--- src/rtl/regfile_writeback_unit_if.sv ---
// Bus bundle between the execute/memory stages, the issue logic and the
// register file write port of regfile_writeback_unit.
// master : upstream/issue side that drives loads, responses, ALU results and queries
// slave  : the writeback unit itself
interface regfile_writeback_unit_if #(
   parameter int AW = 5,
   parameter int DW = 32
);
   // Load issue handshake
   logic          load_issue_valid;
   logic          load_issue_ready;
   logic [AW-1:0] load_issue_rd;
   logic [3:0]    load_issue_width;
   logic          load_issue_unsigned;
   logic [1:0]    load_issue_offset;

   // Memory response (no backpressure)
   logic          mem_resp_valid;
   logic [DW-1:0] mem_resp_data;

   // ALU writeback handshake
   logic          alu_wb_valid;
   logic          alu_wb_ready;
   logic [AW-1:0] alu_wb_rd;
   logic [DW-1:0] alu_wb_data;

   // Scoreboard queries
   logic [AW-1:0] query_rs1_addr;
   logic [AW-1:0] query_rs2_addr;
   logic [AW-1:0] query_rd_addr;
   logic          rs1_pending;
   logic          rs2_pending;
   logic          rd_pending;

   // Register file write port
   logic          write_enable;
   logic [3:0]    write_width;
   logic [AW-1:0] write_reg_addr;
   logic [DW-1:0] write_data;

   // Sticky error flag
   logic          resp_underflow;

   modport master (
      output load_issue_valid, load_issue_rd, load_issue_width,
             load_issue_unsigned, load_issue_offset,
             mem_resp_valid, mem_resp_data,
             alu_wb_valid, alu_wb_rd, alu_wb_data,
             query_rs1_addr, query_rs2_addr, query_rd_addr,
      input  load_issue_ready, alu_wb_ready,
             rs1_pending, rs2_pending, rd_pending,
             write_enable, write_width, write_reg_addr, write_data,
             resp_underflow
   );

   modport slave (
      input  load_issue_valid, load_issue_rd, load_issue_width,
             load_issue_unsigned, load_issue_offset,
             mem_resp_valid, mem_resp_data,
             alu_wb_valid, alu_wb_rd, alu_wb_data,
             query_rs1_addr, query_rs2_addr, query_rd_addr,
      output load_issue_ready, alu_wb_ready,
             rs1_pending, rs2_pending, rd_pending,
             write_enable, write_width, write_reg_addr, write_data,
             resp_underflow
   );
endinterface

--- src/rtl/regfile_writeback_unit.sv ---
// Register file writeback unit: sole driver of the register file write port.
// Merges ALU results with in-order, variable-latency load responses, aligns and
// extends load data, and tracks outstanding loads per destination register so
// issue logic can detect RAW/WAW hazards.
module regfile_writeback_unit #(
   parameter int REG_NUMBER       = 32,
   parameter int REG_ADDR_WIDTH   = $clog2(REG_NUMBER),
   parameter int REG_WIDTH_IN_BIT = 32,
   parameter int LOAD_DEPTH       = 4
) (
   input  logic                      clk,
   input  logic                      reset_n,
   regfile_writeback_unit_if.slave   bus
);

   localparam int PTR_W = $clog2(LOAD_DEPTH);
   localparam int CNT_W = PTR_W + 1;

   // One outstanding load: where it goes and how to format its data.
   typedef struct packed {
      logic [REG_ADDR_WIDTH-1:0] rd;
      logic [3:0]                width;
      logic                      is_unsigned;
      logic [1:0]                offset;
   } load_entry_t;

   load_entry_t                 r_queue [LOAD_DEPTH];
   logic [PTR_W-1:0]            r_wr_ptr;
   logic [PTR_W-1:0]            r_rd_ptr;
   logic [CNT_W-1:0]            r_count;
   logic [REG_NUMBER-1:0]       r_pending;

   logic                        r_write_enable;
   logic [3:0]                  r_write_width;
   logic [REG_ADDR_WIDTH-1:0]   r_write_reg_addr;
   logic [REG_WIDTH_IN_BIT-1:0] r_write_data;
   logic                        r_resp_underflow;

   logic                        w_full;
   logic                        w_empty;
   logic                        w_issue_waw;
   logic                        w_issue_ready;
   logic                        w_push;
   logic                        w_pop;
   logic                        w_alu_accept;
   load_entry_t                 w_head;
   load_entry_t                 w_new_entry;
   logic [REG_NUMBER-1:0]       w_pending_next;
   logic [7:0]                  w_byte_lane;
   logic [15:0]                 w_half_lane;
   logic [REG_WIDTH_IN_BIT-1:0] w_load_data;
   logic [3:0]                  w_load_width;

   assign w_full  = (r_count == CNT_W'(LOAD_DEPTH));
   assign w_empty = (r_count == '0);

   // A second load to a register that still waits for data would reorder the
   // writes, so it is stalled until the older response has popped; there is
   // deliberately no bypass from a same-cycle pop.
   assign w_issue_waw   = r_pending[bus.load_issue_rd] & (bus.load_issue_rd != '0);
   assign w_issue_ready = ~w_full & ~w_issue_waw;

   assign w_push       = bus.load_issue_valid & w_issue_ready;
   assign w_pop        = bus.mem_resp_valid & ~w_empty;
   // Load responses cannot be back-pressured, so they always take the port.
   assign w_alu_accept = bus.alu_wb_valid & ~bus.mem_resp_valid;

   assign w_head      = r_queue[r_rd_ptr];
   assign w_new_entry = '{rd:          bus.load_issue_rd,
                          width:       bus.load_issue_width,
                          is_unsigned: bus.load_issue_unsigned,
                          offset:      bus.load_issue_offset};

   assign bus.load_issue_ready = w_issue_ready;
   assign bus.alu_wb_ready     = ~bus.mem_resp_valid;

   // Register 0 never holds a pending load, so its query is forced low.
   assign bus.rs1_pending = r_pending[bus.query_rs1_addr] & (bus.query_rs1_addr != '0);
   assign bus.rs2_pending = r_pending[bus.query_rs2_addr] & (bus.query_rs2_addr != '0);
   assign bus.rd_pending  = r_pending[bus.query_rd_addr]  & (bus.query_rd_addr  != '0);

   assign bus.write_enable   = r_write_enable;
   assign bus.write_width    = r_write_width;
   assign bus.write_reg_addr = r_write_reg_addr;
   assign bus.write_data     = r_write_data;
   assign bus.resp_underflow = r_resp_underflow;

   // Store a newly issued load at the tail of the queue.
   // NOTE: queue storage has no reset; validity is carried by r_count, so the
   // entries never need a known value and stay plain flops without a reset net.
   always_ff @(posedge clk) begin
      if (w_push) begin
         r_queue[r_wr_ptr] <= w_new_entry;
      end
   end

   // Advance the wrapping queue pointers and the occupancy count.
   // NOTE: sequential state is always assigned with <= so every flop samples
   // the pre-edge values, independent of statement order.
   always_ff @(posedge clk or negedge reset_n) begin
      if (!reset_n) begin
         r_wr_ptr <= '0;
         r_rd_ptr <= '0;
         r_count  <= '0;
      end else begin
         if (w_push) begin
            r_wr_ptr <= r_wr_ptr + PTR_W'(1);
         end
         if (w_pop) begin
            r_rd_ptr <= r_rd_ptr + PTR_W'(1);
         end
         case ({w_push, w_pop})
            2'b10:   r_count <= r_count + CNT_W'(1);
            2'b01:   r_count <= r_count - CNT_W'(1);
            default: r_count <= r_count;
         endcase
      end
   end

   // Next scoreboard state: clear the popped load's register, mark the pushed one.
   // NOTE: combinational blocks start from a full default so no path leaves a
   // bit unassigned, which would otherwise infer a latch.
   always_comb begin
      w_pending_next = r_pending;
      if (w_pop) begin
         w_pending_next[w_head.rd] = 1'b0;
      end
      if (w_push && (bus.load_issue_rd != '0)) begin
         w_pending_next[bus.load_issue_rd] = 1'b1;
      end
   end

   // Scoreboard flops.
   always_ff @(posedge clk or negedge reset_n) begin
      if (!reset_n) begin
         r_pending <= '0;
      end else begin
         r_pending <= w_pending_next;
      end
   end

   // Pick the addressed byte/half lane; equivalent to shifting the word right
   // by 8*offset and keeping the low bits. Halves only look at offset[1].
   always_comb begin
      w_byte_lane = bus.mem_resp_data[7:0];
      case (w_head.offset)
         2'd0: w_byte_lane = bus.mem_resp_data[7:0];
         2'd1: w_byte_lane = bus.mem_resp_data[15:8];
         2'd2: w_byte_lane = bus.mem_resp_data[23:16];
         2'd3: w_byte_lane = bus.mem_resp_data[31:24];
         default: w_byte_lane = bus.mem_resp_data[7:0];
      endcase
      w_half_lane = w_head.offset[1] ? bus.mem_resp_data[31:16] : bus.mem_resp_data[15:0];
   end

   // Extend the selected lane and choose the write width. Signed sub-word
   // loads become full 32-bit writes; unsigned ones write only the lane.
   always_comb begin
      w_load_data  = bus.mem_resp_data;
      w_load_width = 4'd4;
      case (w_head.width)
         4'd1: begin
            if (w_head.is_unsigned) begin
               w_load_data  = {24'b0, w_byte_lane};
               w_load_width = 4'd1;
            end else begin
               w_load_data  = {{24{w_byte_lane[7]}}, w_byte_lane};
               w_load_width = 4'd4;
            end
         end
         4'd2: begin
            if (w_head.is_unsigned) begin
               w_load_data  = {16'b0, w_half_lane};
               w_load_width = 4'd2;
            end else begin
               w_load_data  = {{16{w_half_lane[15]}}, w_half_lane};
               w_load_width = 4'd4;
            end
         end
         default: begin
            w_load_data  = bus.mem_resp_data;
            w_load_width = 4'd4;
         end
      endcase
   end

   // Register file write port: one cycle after the winning source is accepted.
   // Address, width and data hold when nothing is written.
   always_ff @(posedge clk or negedge reset_n) begin
      if (!reset_n) begin
         r_write_enable   <= 1'b0;
         r_write_width    <= 4'd4;
         r_write_reg_addr <= '0;
         r_write_data     <= '0;
      end else if (w_pop) begin
         r_write_enable   <= 1'b1;
         r_write_width    <= w_load_width;
         r_write_reg_addr <= w_head.rd;
         r_write_data     <= w_load_data;
      end else if (w_alu_accept) begin
         r_write_enable   <= 1'b1;
         r_write_width    <= 4'd4;
         r_write_reg_addr <= bus.alu_wb_rd;
         r_write_data     <= bus.alu_wb_data;
      end else begin
         r_write_enable   <= 1'b0;
      end
   end

   // Sticky flag: a response arrived with nothing outstanding.
   always_ff @(posedge clk or negedge reset_n) begin
      if (!reset_n) begin
         r_resp_underflow <= 1'b0;
      end else if (bus.mem_resp_valid && w_empty) begin
         r_resp_underflow <= 1'b1;
      end
   end

endmodule

--- src/flat_wrapper.sv ---
// flat-port wrapper written by rule: the top's interface ports become plain ports
module regfile_writeback_unit_flat 
#(
   parameter int REG_NUMBER       = 32,
   parameter int REG_ADDR_WIDTH   = $clog2(REG_NUMBER),
   parameter int REG_WIDTH_IN_BIT = 32,
   parameter int LOAD_DEPTH       = 4
)
  (clk, reset_n, bus_load_issue_valid, bus_load_issue_rd, bus_load_issue_width, bus_load_issue_unsigned, bus_load_issue_offset, bus_mem_resp_valid, bus_mem_resp_data, bus_alu_wb_valid, bus_alu_wb_rd, bus_alu_wb_data, bus_query_rs1_addr, bus_query_rs2_addr, bus_query_rd_addr, bus_load_issue_ready, bus_alu_wb_ready, bus_rs1_pending, bus_rs2_pending, bus_rd_pending, bus_write_enable, bus_write_width, bus_write_reg_addr, bus_write_data, bus_resp_underflow);
  regfile_writeback_unit_if #(.AW((5)), .DW(32)) bus_i ();
  input  logic clk;
  input  logic reset_n;
  input wire logic [$bits(bus_i.load_issue_valid)-1:0] bus_load_issue_valid;
  input wire logic [$bits(bus_i.load_issue_rd)-1:0] bus_load_issue_rd;
  input wire logic [$bits(bus_i.load_issue_width)-1:0] bus_load_issue_width;
  input wire logic [$bits(bus_i.load_issue_unsigned)-1:0] bus_load_issue_unsigned;
  input wire logic [$bits(bus_i.load_issue_offset)-1:0] bus_load_issue_offset;
  input wire logic [$bits(bus_i.mem_resp_valid)-1:0] bus_mem_resp_valid;
  input wire logic [$bits(bus_i.mem_resp_data)-1:0] bus_mem_resp_data;
  input wire logic [$bits(bus_i.alu_wb_valid)-1:0] bus_alu_wb_valid;
  input wire logic [$bits(bus_i.alu_wb_rd)-1:0] bus_alu_wb_rd;
  input wire logic [$bits(bus_i.alu_wb_data)-1:0] bus_alu_wb_data;
  input wire logic [$bits(bus_i.query_rs1_addr)-1:0] bus_query_rs1_addr;
  input wire logic [$bits(bus_i.query_rs2_addr)-1:0] bus_query_rs2_addr;
  input wire logic [$bits(bus_i.query_rd_addr)-1:0] bus_query_rd_addr;
  output wire logic [$bits(bus_i.load_issue_ready)-1:0] bus_load_issue_ready;
  output wire logic [$bits(bus_i.alu_wb_ready)-1:0] bus_alu_wb_ready;
  output wire logic [$bits(bus_i.rs1_pending)-1:0] bus_rs1_pending;
  output wire logic [$bits(bus_i.rs2_pending)-1:0] bus_rs2_pending;
  output wire logic [$bits(bus_i.rd_pending)-1:0] bus_rd_pending;
  output wire logic [$bits(bus_i.write_enable)-1:0] bus_write_enable;
  output wire logic [$bits(bus_i.write_width)-1:0] bus_write_width;
  output wire logic [$bits(bus_i.write_reg_addr)-1:0] bus_write_reg_addr;
  output wire logic [$bits(bus_i.write_data)-1:0] bus_write_data;
  output wire logic [$bits(bus_i.resp_underflow)-1:0] bus_resp_underflow;
  assign bus_i.load_issue_valid = bus_load_issue_valid;
  assign bus_i.load_issue_rd = bus_load_issue_rd;
  assign bus_i.load_issue_width = bus_load_issue_width;
  assign bus_i.load_issue_unsigned = bus_load_issue_unsigned;
  assign bus_i.load_issue_offset = bus_load_issue_offset;
  assign bus_i.mem_resp_valid = bus_mem_resp_valid;
  assign bus_i.mem_resp_data = bus_mem_resp_data;
  assign bus_i.alu_wb_valid = bus_alu_wb_valid;
  assign bus_i.alu_wb_rd = bus_alu_wb_rd;
  assign bus_i.alu_wb_data = bus_alu_wb_data;
  assign bus_i.query_rs1_addr = bus_query_rs1_addr;
  assign bus_i.query_rs2_addr = bus_query_rs2_addr;
  assign bus_i.query_rd_addr = bus_query_rd_addr;
  assign bus_load_issue_ready = bus_i.load_issue_ready;
  assign bus_alu_wb_ready = bus_i.alu_wb_ready;
  assign bus_rs1_pending = bus_i.rs1_pending;
  assign bus_rs2_pending = bus_i.rs2_pending;
  assign bus_rd_pending = bus_i.rd_pending;
  assign bus_write_enable = bus_i.write_enable;
  assign bus_write_width = bus_i.write_width;
  assign bus_write_reg_addr = bus_i.write_reg_addr;
  assign bus_write_data = bus_i.write_data;
  assign bus_resp_underflow = bus_i.resp_underflow;
  regfile_writeback_unit #(.REG_NUMBER(REG_NUMBER), .REG_ADDR_WIDTH(REG_ADDR_WIDTH), .REG_WIDTH_IN_BIT(REG_WIDTH_IN_BIT), .LOAD_DEPTH(LOAD_DEPTH)) u_core (.clk(clk), .reset_n(reset_n), .bus(bus_i));
endmodule
--- config.mk ---
export PLATFORM = sky130hd
export DESIGN_NAME = regfile_writeback_unit_flat
export DESIGN_NICKNAME = d
export VERILOG_FILES = /design/src/rtl/regfile_writeback_unit_if.sv /design/src/rtl/regfile_writeback_unit.sv /design/src/flat_wrapper.sv
export SDC_FILE = /design/constraint.sdc
export NUM_CORES = 1
export LEC_CHECK = 0
export CORE_MARGIN = 2
export CORE_UTILIZATION = 50
export CTS_CLUSTER_DIAMETER = 30
export CTS_CLUSTER_SIZE = 12
export DETAILED_ROUTE_END_ITERATION = 6
export PLACE_DENSITY = 0.8
export SYNTH_ARGS = -nofsm -noshare
export SYNTH_HDL_FRONTEND = slang
export SYNTH_SLANG_ARGS = --single-unit
--- constraint.sdc ---
create_clock -name clk -period 4 [get_ports clk]
set_input_delay 1 -clock clk [delete_from_list [all_inputs] [get_ports clk]]
set_output_delay 1 -clock clk [all_outputs]
set_load 0.01 [all_outputs]
Fig. 1: run 1, M1 wires
Bar = 20 µm. Supply wires on this layer in grey.
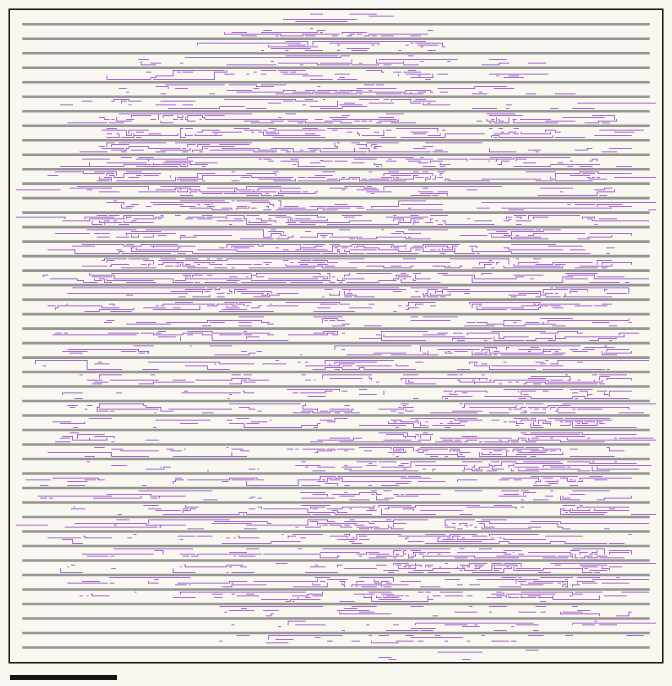
775 nets have wire on it. The layer carries 8240 µm of wire. The layer holds 38% of the routed length.
met1 track utilization from global routing: 38.0%
sum of routed wire length over all layers: 21500 µm

Fig. 2: run 1, M2 wires
Cells faint in the background.
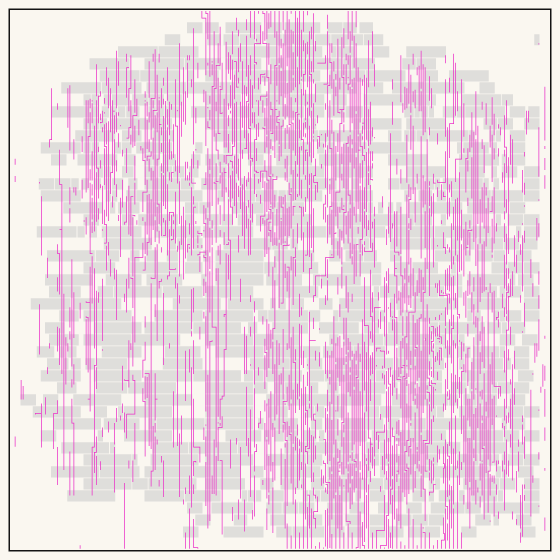
The wires run mostly vertical. 768 nets have wire on it. The layer carries 10200 µm of wire.
met2 usage: 46.3%
overall via count from detail_route: 6053

Fig. 3: run 1, metal 3
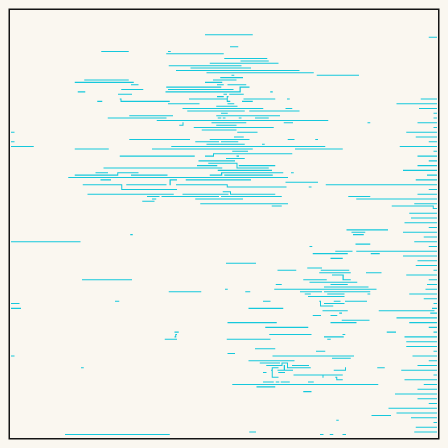
The wires run mostly horizontal. The layer carries 2300 µm of wire. The longest straight run is 62.6 µm.
met3 capacity usage during global routing: 8.64%

[run 1: routing by layer]
metal / track usage [%] / share of wire (%) / vias up
met5: 0 / 0 / -
met4: 15.1 / 3.7 / 0
met3: 8.64 / 11 / 88
met2: 46.3 / 47 / 438
met1: 38.0 / 38 / 2934
li1: - / - / 2593
[run 1: layout make-up]
| type | count | share of cell area, % |
|---|---|---|
| Inverter | 9 | 0.356 |
| Clock buffer | 17 | 4.49 |
| Multi-Input combinational cell | 424 | 35.2 |
| Tap cell | 180 | 2.38 |
| Timing Repair Buffer | 181 | 19.4 |
| Clock inverter | 15 | 1.66 |
| Sequential cell | 129 | 36.6 |
[run 1: cell usage after synthesis, drive strengths merged, types with 12 or more instances]
library cell	count	area (µm²)
mux2i	15	150
edfxtp	48	1440
a22oi	17	128
a32oi	24	285
clkbuf	21	78.8
buf	15	96.3
nor2	16	67.6
nand2	121	457
dfrtp	80	2000
mux4	47	1060
a21oi	12	63.8
o21ai	73	369
[run 1: registers in the layout (all words and copies together), names as in the netlist]
register                   count
u_core.bus.write_enable        1
u_core.r_rd_ptr                2
u_core.r_queue                48
u_core.r_count                 3
u_core.bus.resp_underflow      1
u_core.bus.write_width         3
u_core.r_wr_ptr                2
u_core.bus.write_reg_addr      5
u_core.bus.write_data         32
u_core.r_pending              32
[run 1: stage by stage]
| stage | utilization (%) | std cells | TNS (ns) | setup WS, ns |
|---|---|---|---|---|
| after floorplan | - | 598 | 0 | 0.295 |
| after global placement | 64.3 | 922 | -1.34 | -0.381 |
| after detailed placement | 64.3 | 922 | -1.49 | -0.409 |
| after CTS | 68.8 | 955 | 0 | 0.00543 |
| after global routing | 68.8 | 955 | 0 | 0.00681 |
| final | 68.8 | 955 | 0 | 0.0531 |
==> impl_metrics.ini, run 1 <==
; implementation run metrics
[timing]
final-setup-viol-count = 0
worst_hold_slack_ns = 0.461
fin_worst_skew_ns = 0.00747
timing.slew.headroom_pct = 29.3
hold_viol_final = 0
rsz0062_at_grt = false
actual_transition_at_the_worst_max_transition_pin_ns = 1.06

[power_and_ir_drop]
pwr-share-comb_pct = 41.0
clock_net_power_mw = 1.55
sequentialPowerShare_pct = 35.4
power.largest_group = combinational cells
post-layout-total-power_mw = 6.59
power_per_cell_area_nw_per_um2 = 695
power.leakage_nw = 3.71

[worst_setup_path]
worst_ep_required_time_ns = 3.00
reg2reg_capture_point = u_core.r_count[2]
critical_path.startpoint = bus_query_rd_addr[0]
critical-path-slowest-cell = sky130_fd_sc_hd__mux4_2
worstSetupPathDepth = 6
data_arrival_time_of_the_critical_path_ns = 2.95
timing.critical_path.max_delay_family = multiplexers
reg2reg_setup_slack_ns = 1.18
crit_end = bus_rd_pending
crit_buf_inv = 3
cp_max_fo = 9
max_stage_delay_ns = 0.50

[logic_synthesis]
synth-seq-cells = 129
ys_chip_area_um2 = 7000
synthesis.area_per_instance_um2 = 11.7
synthesis.nets = 705
synth.yosys.num_cells = 598
synth_top_flop_cell = sky130_fd_sc_hd__dfrtp_1
synthTopLogicFamily = multiplexers
simple_gate_area_share_pct = 12.3
synth_cell_type_count = 53
synthesis.area_um2 = 7000
synth_cells = 598
compound_area_share_pct = 14.8

[global_routing]
grt_remaining_overflow = 0
antenna_found_initial = 0
number_of_global_route_vias_before_repair = 6149

[flow_run]
tool_warnings = 29
maxCapViolations = 0

[layout]
lay_top_cells = sky130_fd_sc_hd__clkdlybuf4s50_1, sky130_fd_sc_hd__nand2_1, sky130_fd_sc_hd__dfrtp_1
flop_area_um2 = 3470
area_growth_pct = 35.4
nets = 869
top_layout_cell = sky130_fd_sc_hd__clkdlybuf4s50_1
final.fill_count = 1024
antenna_cells_inserted = 0
mi_logic_area_um2 = 3330

[floorplanning]
core.rowCount = 43
fp.dieW_um = 122
core_region_area_um2 = 13800
chipArea_um2 = 15000

[placement]
dpl_cell_area_um2 = 8860
hpwlAfterDp_um = 15400

[status]
outcome = finished clean

[clocking]
tritoncts = built
clock_buffer_depth = 2
numClockSinks = 129
postCtsSetupRepairBufs = 0
cts_hold_buffers = 0
clock_latency_ns = 0.43
ctsRootBufferMaster = sky130_fd_sc_hd__clkbuf_16

[detailed_routing]
drt_iter0_markers = 725
remaining_drc_errors = 0

[min_path]
worstHoldStart = u_core.bus.resp_underflow
==> inputs of run 2 (changes only) <==
--- a/config.mk
+++ b/config.mk
@@ -5,7 +5,7 @@
 export SDC_FILE = /design/constraint.sdc
 export NUM_CORES = 1
 export LEC_CHECK = 0
-export CORE_MARGIN = 2
+export CORE_MARGIN = 1
 export CORE_UTILIZATION = 50
 export CTS_CLUSTER_DIAMETER = 30
 export CTS_CLUSTER_SIZE = 12
Fig. 4: run 2, routing congestion map
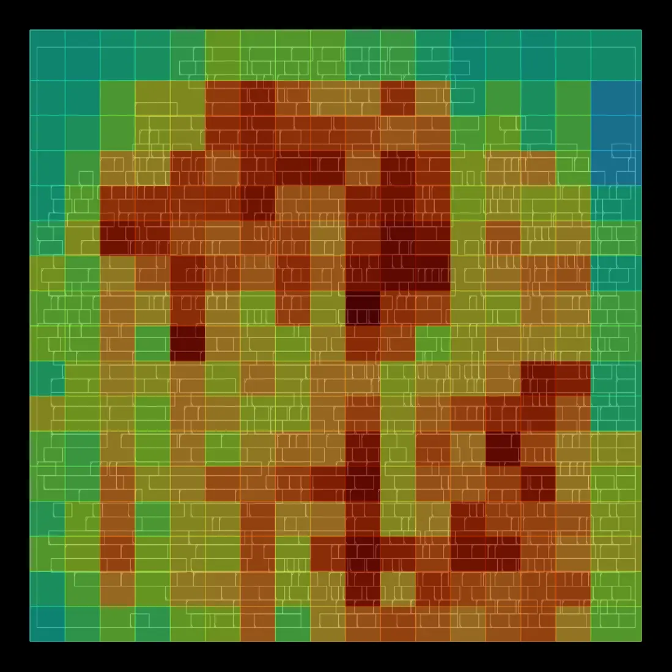
met2 usage: 49.5%
met3 capacity usage during global routing: 8.40%
GR peak layer: met2

Fig. 5: run 2, M2 wires
Cells faint in the background.
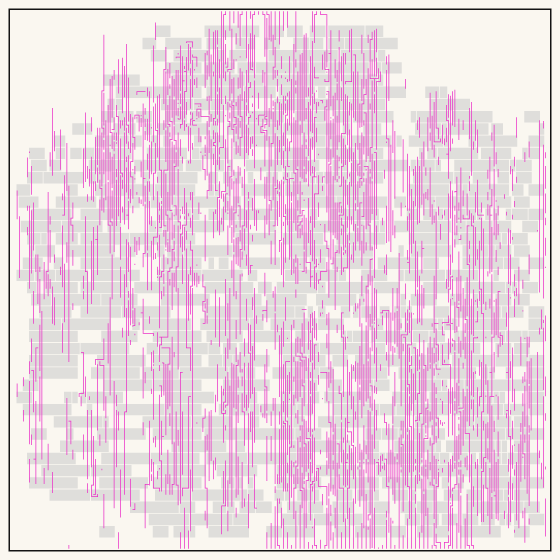
The longest straight run is 45.2 µm. The layer holds 47% of the routed length.
sum of routed wire length over all layers: 22000 µm
overall via count from detail_route: 6269

==> run 2 against run 1 <==
Net effect: worst hold slack worse by 0.0061 ns; die area is 3.2% lower; count of clock-buffer cells in the layout is 5 higher; final area is 0.11% higher; sequential power is 2% higher; cell count is 0.73% lower; combinational power hardly changed; maximum frequency is 0.18% lower; wire length is 2.2% higher; sequential cell count stayed put.
==> impl_metrics.ini, run 2 <==
; implementation run metrics
[worst_setup_path]
reg2reg_capture_point = u_core.bus.write_data[7]
crit_type = primary input to output port
crit_chain = clkdlybuf4s15_2 > bufbuf_16 > mux4_2 > mux4_2 > mux2_2 > clkdlybuf4s15_1
worstReg2RegStart = u_core.r_rd_ptr[0]
data_arrival_time_of_the_critical_path_ns = 2.95
cp-start-kind = primary input
cp_max_fo = 4
max_stage_delay_ns = 0.49
reg2reg_setup_slack_ns = 0.98
crit_path_end_kind = output port
cp_common_cell = sky130_fd_sc_hd__mux4_2
critical-path-slowest-cell = sky130_fd_sc_hd__mux4_2
worst_ep_required_time_ns = 3.00
ff2ff_path_depth = 7

[layout]
largest_register_ffs = 48
design_area_um2 = 9490
layout.core_utilization_pct = 70.5
regMostFlops = u_core.r_queue
finalNonFillerCells = 948
final.fill_count = 967
drive_above_1_share_pct = 18.4
lay_top_cells = sky130_fd_sc_hd__clkdlybuf4s50_1, sky130_fd_sc_hd__nand2_1, sky130_fd_sc_hd__dfrtp_1
top_layout_cell = sky130_fd_sc_hd__clkdlybuf4s50_1
nets = 866
area_growth_pct = 35.5
antenna_cells_inserted = 0

[power_and_ir_drop]
post-layout-total-power_mw = 6.68
pwr-share-comb_pct = 40.6
p_int_mw = 4.26
switching_share_pct = 36.3
netSwitchingPower_mw = 2.42
power.leakage_nw = 3.70
power_per_cell_area_nw_per_um2 = 704
clock_power_share_pct = 23.8
sequentialPowerShare_pct = 35.6
vdd.ir_drop.worst_uv = 436

[timing]
actual_transition_at_the_worst_max_transition_pin_ns = 1.02
final_min_period_over_clock_period_pct = 98.9
layout_setup_ws_ns = 0.0459
achievable-frequency_ghz = 0.253
fin_worst_skew_ns = 0.00561
worst_hold_slack_ns = 0.455
total_count_of_max_transition_violations_in_the_final_report = 0
rsz0062_at_grt = false
setup_total_negative_slack_ns = 0
final-setup-viol-count = 0
final.min_clock_period_ns = 3.95
timing.slew.headroom_pct = 31.8
hold_viol_final = 0

[placement]
hpwlAfterDp_um = 15300
dpl_worst_slack_ns = -0.390
buffers_on_ports = 147
placed_cells_incl_taps = 913
gp_routability_congestion = 1.00
dpl_cell_area_um2 = 8810

[floorplanning]
fp.dieW_um = 120
design.portCount = 149
chipHeight_um = 120
fp-utilization_pct = 52.1
core.rowCount = 42
core_region_area_um2 = 13500
chipArea_um2 = 14500

[status]
outcome = finished clean

[clocking]
cts_hold_buffers = 0
htree_levels = 4
tritoncts = built
number_of_buffers_created_by_cts = 17
ctsRootBufferMaster = sky130_fd_sc_hd__clkbuf_16
clock_latency_ns = 0.42
numClockSinks = 129
postCtsSetupRepairBufs = 0
clock_buffer_depth = 2
worst_setup_hold_path_clk_slew_ns = 0.06

[logic_synthesis]
synthesis.area_um2 = 7000
synth_adder_area_share_pct = 1.18
compound_area_share_pct = 14.8
synthesis.area_per_instance_um2 = 11.7
synthTopCellsByArea = sky130_fd_sc_hd__dfrtp_1, sky130_fd_sc_hd__edfxtp_1, sky130_fd_sc_hd__mux4_2
top_cell_area_share_pct = 28.6
synth_cell_type_count = 53
synth_cells = 598
synth.yosys.num_cells = 598
muxShareOfSynthArea_pct = 18.4
edf_count = 48
synth-seq-cells = 129
synth-async-reset-ratio_pct = 62.8
xor_xnor_share_of_the_synthesized_area_pct = 0.750
synthesis.nets = 705
ys_chip_area_um2 = 7000
synth.cells.most_frequent = sky130_fd_sc_hd__nand2_1, sky130_fd_sc_hd__dfrtp_1, sky130_fd_sc_hd__o21ai_0
synthesis.yosys.warnings = 0
synth_top_cell_by_area = sky130_fd_sc_hd__dfrtp_1
synth_top_flop_cell = sky130_fd_sc_hd__dfrtp_1
netlist.top_cell.by_instances = sky130_fd_sc_hd__nand2_1
synthTopLogicFamily = multiplexers
synth_seq_share_pct = 49.5
simple_gate_area_share_pct = 12.3

[detailed_routing]
drt_iter0_markers = 871
route.detailed.vias_per_inst = 6.61
tally_of_nets_with_antenna_violations_remaining_after_routing = 0
remaining_drc_errors = 0
routed_wire_length_per_instance_um = 23.2
detailedRoute.firstPassIterationCount = 7

[global_routing]
number_of_global_route_vias_before_repair = 6420
antenna_found_initial = 0
globalRouteMet1Util_pct = 40.6
groute.usage.overall_pct = 32.0
grt_remaining_overflow = 0
grt_first_pass_wirelength_um = 34700
grt_max_degree = 82

[min_path]
hold_path_class = flip-flop to flip-flop
min_path_cells = 1
worstHoldStart = u_core.bus.resp_underflow
whs_endpoint = u_core.bus.resp_underflow

[flow_run]
tool_warnings = 30
maxCapViolations = 0
-- run 2: cell type report --
type | instances | area [µm²] | share of cell area, %
well taps | 176 | 220 | 2.32
clock inverters | 10 | 131 | 1.38
flip-flops and latches | 129 | 3470 | 36.6
inverters | 9 | 33.8 | 0.356
repair buffers | 178 | 1830 | 19.3
multi-input cells | 424 | 3330 | 35.1
clock buffers | 22 | 475 | 5.01
-- run 2: how the worst max path moves through the flow --
stage                          startpoint              end  cells past startpoint
global route         bus_query_rd_addr[0]   bus_rd_pending                      6
floorplan            bus_query_rd_addr[0]   bus_rd_pending                      4
CTS                  bus_query_rd_addr[1]   bus_rd_pending                      6
global placement    bus_query_rs2_addr[0]  bus_rs2_pending                      6
detailed placement  bus_query_rs1_addr[0]  bus_rs1_pending                      6
finish              bus_query_rs2_addr[0]  bus_rs2_pending                      6
-- run 2: power groups by stage --
| stage | clock [mW] | sequential, mW | combinational, mW |
|---|---|---|---|
| 3_5_place_dp | 0 | 2.35 | 2.66 |
| 5_1_grt | 1.65 | 2.40 | 2.92 |
| 2_1_floorplan | 0 | 2.21 | 1.60 |
| 6_report | 1.59 | 2.38 | 2.71 |
| 4_1_cts | 1.59 | 2.33 | 2.68 |
| 3_3_place_gp | 0 | 2.34 | 2.57 |
-- run 2: metal layers --
layer  vias up  share of wire (%)  routed length (µm)
li1       2588                  -                   -
met1      3037                 37                8100
met2       507                 47               10300
met3       137                 10                2300
met4         0                5.9                1300
met5         -                  0                   0
-- run 2: repair_timing --
| action | 4_1_cts | 5_1_grt |
|---|---|---|
| setup endpoints to repair | 4 | 2 |
| resized | 18 | 4 |
| cloned | 3 | 0 |
| endpoints found under the hold margin | 0 | 0 |
-- run 2: worst max-delay path: cells and delay by family --
kind,cells,cell delay [ns]
buf+inv,3,0.72
mux,3,1.23
==> inputs of run 3 (changes only) <==
--- a/config.mk
+++ b/config.mk
@@ -11,6 +11,7 @@
 export CTS_CLUSTER_SIZE = 12
 export DETAILED_ROUTE_END_ITERATION = 6
 export PLACE_DENSITY = 0.8
+export SETUP_SLACK_MARGIN = 0.4
 export SYNTH_ARGS = -nofsm -noshare
 export SYNTH_HDL_FRONTEND = slang
 export SYNTH_SLANG_ARGS = --single-unit
==> run 3 against run 2 <==
Net effect: final area rose by 0.73%; sequential power barely moved; count of clock-buffer cells in the layout fell by 3; clock power fell by 5%; sequential cell count did not move; synthesized area did not move; combinational power rose by 3%; sequential share of layout area fell by 0.26 points; critical path depth did not move; non-clock buffer count rose by 8; via count fell by 0.93%; first-iteration DRC count rose by 3.3%; critical path type unchanged; critical endpoint is now bus_rd_pending; largest power group unchanged.
==> impl_metrics.ini, run 3 <==
; implementation run metrics
[logic_synthesis]
synth.cells.most_frequent = sky130_fd_sc_hd__nand2_1, sky130_fd_sc_hd__dfrtp_1, sky130_fd_sc_hd__o21ai_0
synth_cell_type_count = 53
edf_count = 48
synthTopCellsByArea = sky130_fd_sc_hd__dfrtp_1, sky130_fd_sc_hd__edfxtp_1, sky130_fd_sc_hd__mux4_2
synth-seq-cells = 129
synth.yosys.num_cells = 598
synthesis.nets = 705
synthesis.yosys.warnings = 0
ys_chip_area_um2 = 7000
synth_seq_share_pct = 49.5
synth_top_cell_by_area = sky130_fd_sc_hd__dfrtp_1
netlist.top_cell.by_instances = sky130_fd_sc_hd__nand2_1
top_cell_area_share_pct = 28.6
synth_top_flop_cell = sky130_fd_sc_hd__dfrtp_1
synthesis.area_per_instance_um2 = 11.7
synthesis.area_um2 = 7000

[layout]
top_layout_cell = sky130_fd_sc_hd__clkdlybuf4s50_1
mi_logic_area_um2 = 3370
largest_register_ffs = 48
nets = 874
final.signal_buffer_count = 186
layout.core_utilization_pct = 71.1
largest_contributor_to_cell_area_by_class = sequential cells
antenna_cells_inserted = 0
lay_top_cells = sky130_fd_sc_hd__clkdlybuf4s50_1, sky130_fd_sc_hd__nand2_1, sky130_fd_sc_hd__dfrtp_1
area_growth_pct = 36.5
comb_share_pct = 35.2
flop_area_um2 = 3470
design_area_um2 = 9560
regMostFlops = u_core.r_queue
final.fill_count = 956
drive_above_1_share_pct = 20.5
clock_tree_area_fraction_pct = 5.97
finalNonFillerCells = 956
non_clock_buffer_area_share_pct = 19.9
numSequentialCells = 129

[timing]
final_min_period_over_clock_period_pct = 92.3
hold_viol_final = 0
rsz0062_at_grt = true
final.min_clock_period_ns = 3.69
fin_worst_skew_ns = 0.0129
actual_transition_at_the_worst_max_transition_pin_ns = 1.04
achievable-frequency_ghz = 0.271
final-setup-viol-count = 0
setup_total_negative_slack_ns = 0
layout_setup_ws_ns = 0.307
worst_hold_slack_ns = 0.467

[floorplanning]
design.portCount = 149
fp.dieW_um = 120
core_region_area_um2 = 13500
core.rowCount = 42
fp-utilization_pct = 52.1
chipHeight_um = 120

[detailed_routing]
detailedRoute.firstPassIterationCount = 6
route.detailed.vias_per_inst = 6.50
tally_of_nets_with_antenna_violations_remaining_after_routing = 0
routed_wire_length_per_instance_um = 23.9
drt_iter0_markers = 900

[worst_setup_path]
crit_path_end_kind = output port
data_arrival_time_of_the_critical_path_ns = 2.69
worst_ep_required_time_ns = 3.00
ff2ff_path_depth = 11
crit_type = primary input to output port
cp_max_fo = 5
cp-start-kind = primary input

[flow_run]
maxCapViolations = 0
tool_warnings = 31

[clocking]
clock_buffer_depth = 2
htree_levels = 4
worst_setup_hold_path_clk_slew_ns = 0.05
ctsRootBufferMaster = sky130_fd_sc_hd__clkbuf_16
cts_hold_buffers = 0
clock_latency_ns = 0.43
numClockSinks = 129
number_of_buffers_created_by_cts = 17

[power_and_ir_drop]
switching_share_pct = 37.4
power_per_cell_area_nw_per_um2 = 699
powerSeq_mw = 2.39
clock_power_share_pct = 22.6
post-layout-total-power_mw = 6.68
pg_comb_mw = 2.78
pwr-share-comb_pct = 41.6
sequentialPowerShare_pct = 35.7
vdd.ir_drop.worst_uv = 442
power.leakage_nw = 3.72
p_int_mw = 4.19
power.largest_group = combinational cells

[placement]
buffers_on_ports = 147
placed_cells_incl_taps = 918
hpwlAfterDp_um = 15200
gp_routability_congestion = 0.967
dpl_cell_area_um2 = 8840
dpl_worst_slack_ns = -0.409

[min_path]
hold_path_class = flip-flop to flip-flop
min_path_cells = 1

[global_routing]
number_of_global_route_vias_before_repair = 6290
groute.usage.overall_pct = 33.1
grt_max_degree = 82
antenna_found_initial = 0
grt_first_pass_wirelength_um = 35300

[status]
outcome = finished clean
run 3: kinds of logic (layout without fill, tap and decap cells):
logic type / Yosys count / in the layout / synth area share (%)
xor+xnor: 6 / 6 / 0.750
other cells: 1 / 1 / 0.0535
buf+inv: 45 / 227 / 2.98
mux: 69 / 69 / 18.4
compound gates: 151 / 151 / 14.8
simple gates: 191 / 191 / 12.3
fa+ha+maj: 6 / 6 / 1.18
flops: 129 / 129 / 49.5
run 3: worst paths after layout:
| path | startpoint | endpoint | slack, ns |
|---|---|---|---|
| setup / recovery | bus_query_rd_addr[0] | bus_rd_pending | 0.31 |
| hold / removal | u_core.bus.resp_underflow | u_core.bus.resp_underflow | 0.47 |
| setup reg to reg | u_core.r_pending[25] | u_core.r_count[1] | 1.05 |
| hold reg to reg | u_core.bus.resp_underflow | u_core.bus.resp_underflow | 0.47 |
| max in group asynchronous | reset_n | u_core.r_wr_ptr[1] | 2.58 |
| min in group asynchronous | reset_n | u_core.bus.resp_underflow | 0.75 |
run 3: layer usage:
metal  share of wire (%)  GRT usage, %
met3                  11          10.1
met2                  47          51.7
met5                   0         0.368
met1                  37          41.9
met4                 4.9          16.8
run 3: repair_timing:
action                                  4_1_cts  5_1_grt
endpoints found under the setup margin        5        4
endpoints found under the hold margin         0        0
pin swaps                                     2        0
gates cloned                                  3        0
resized                                      61        7
buffers inserted                              1        2
run 3: critical path, cell delays in order:
cell and delay (ns):
sky130_fd_sc_hd__buf_8 0.09, sky130_fd_sc_hd__buf_12 0.11, sky130_fd_sc_hd__mux4_2 0.55, sky130_fd_sc_hd__mux4_2 0.52
sky130_fd_sc_hd__mux2_4 0.29, sky130_fd_sc_hd__buf_6 0.12
Fig. 6: run 3, M1 wires
Bar = 20 µm. Supply wires on this layer in grey.
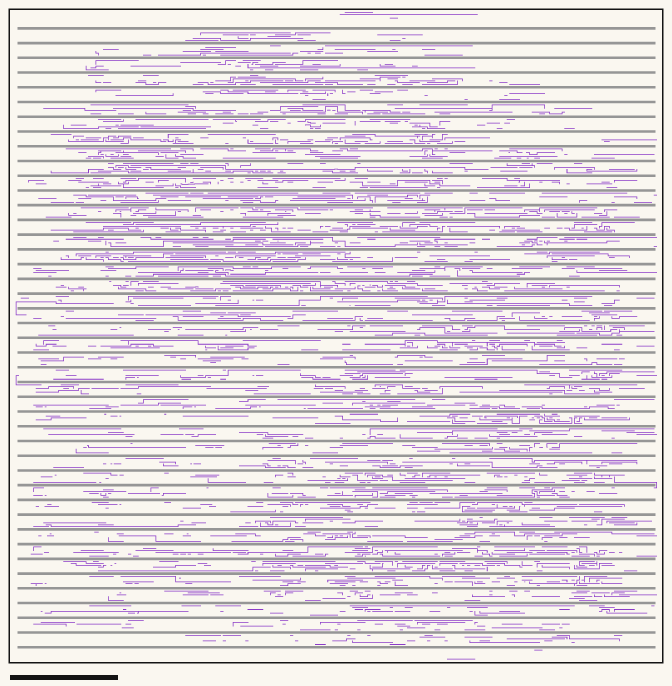
The layer carries 8560 µm of wire. The layer holds 37% of the routed length. 793 nets have wire on it.
overall via count from detail_route: 6211
met1 track utilization from global routing: 41.9%
sum of routed wire length over all layers: 22900 µm

Fig. 7: run 3, metal 3
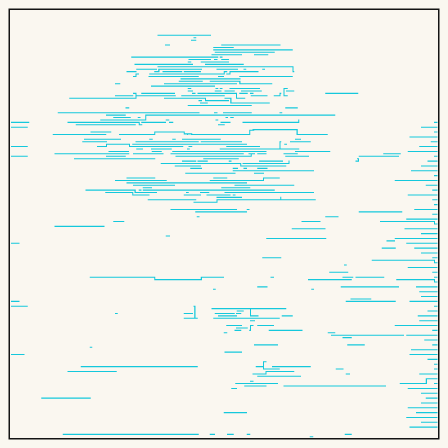
The layer holds 11% of the routed length. The layer carries 2500 µm of wire. The longest straight run is 53.1 µm.
met3 capacity usage during global routing: 10.1%

Power and IR drop assume default switching activity.
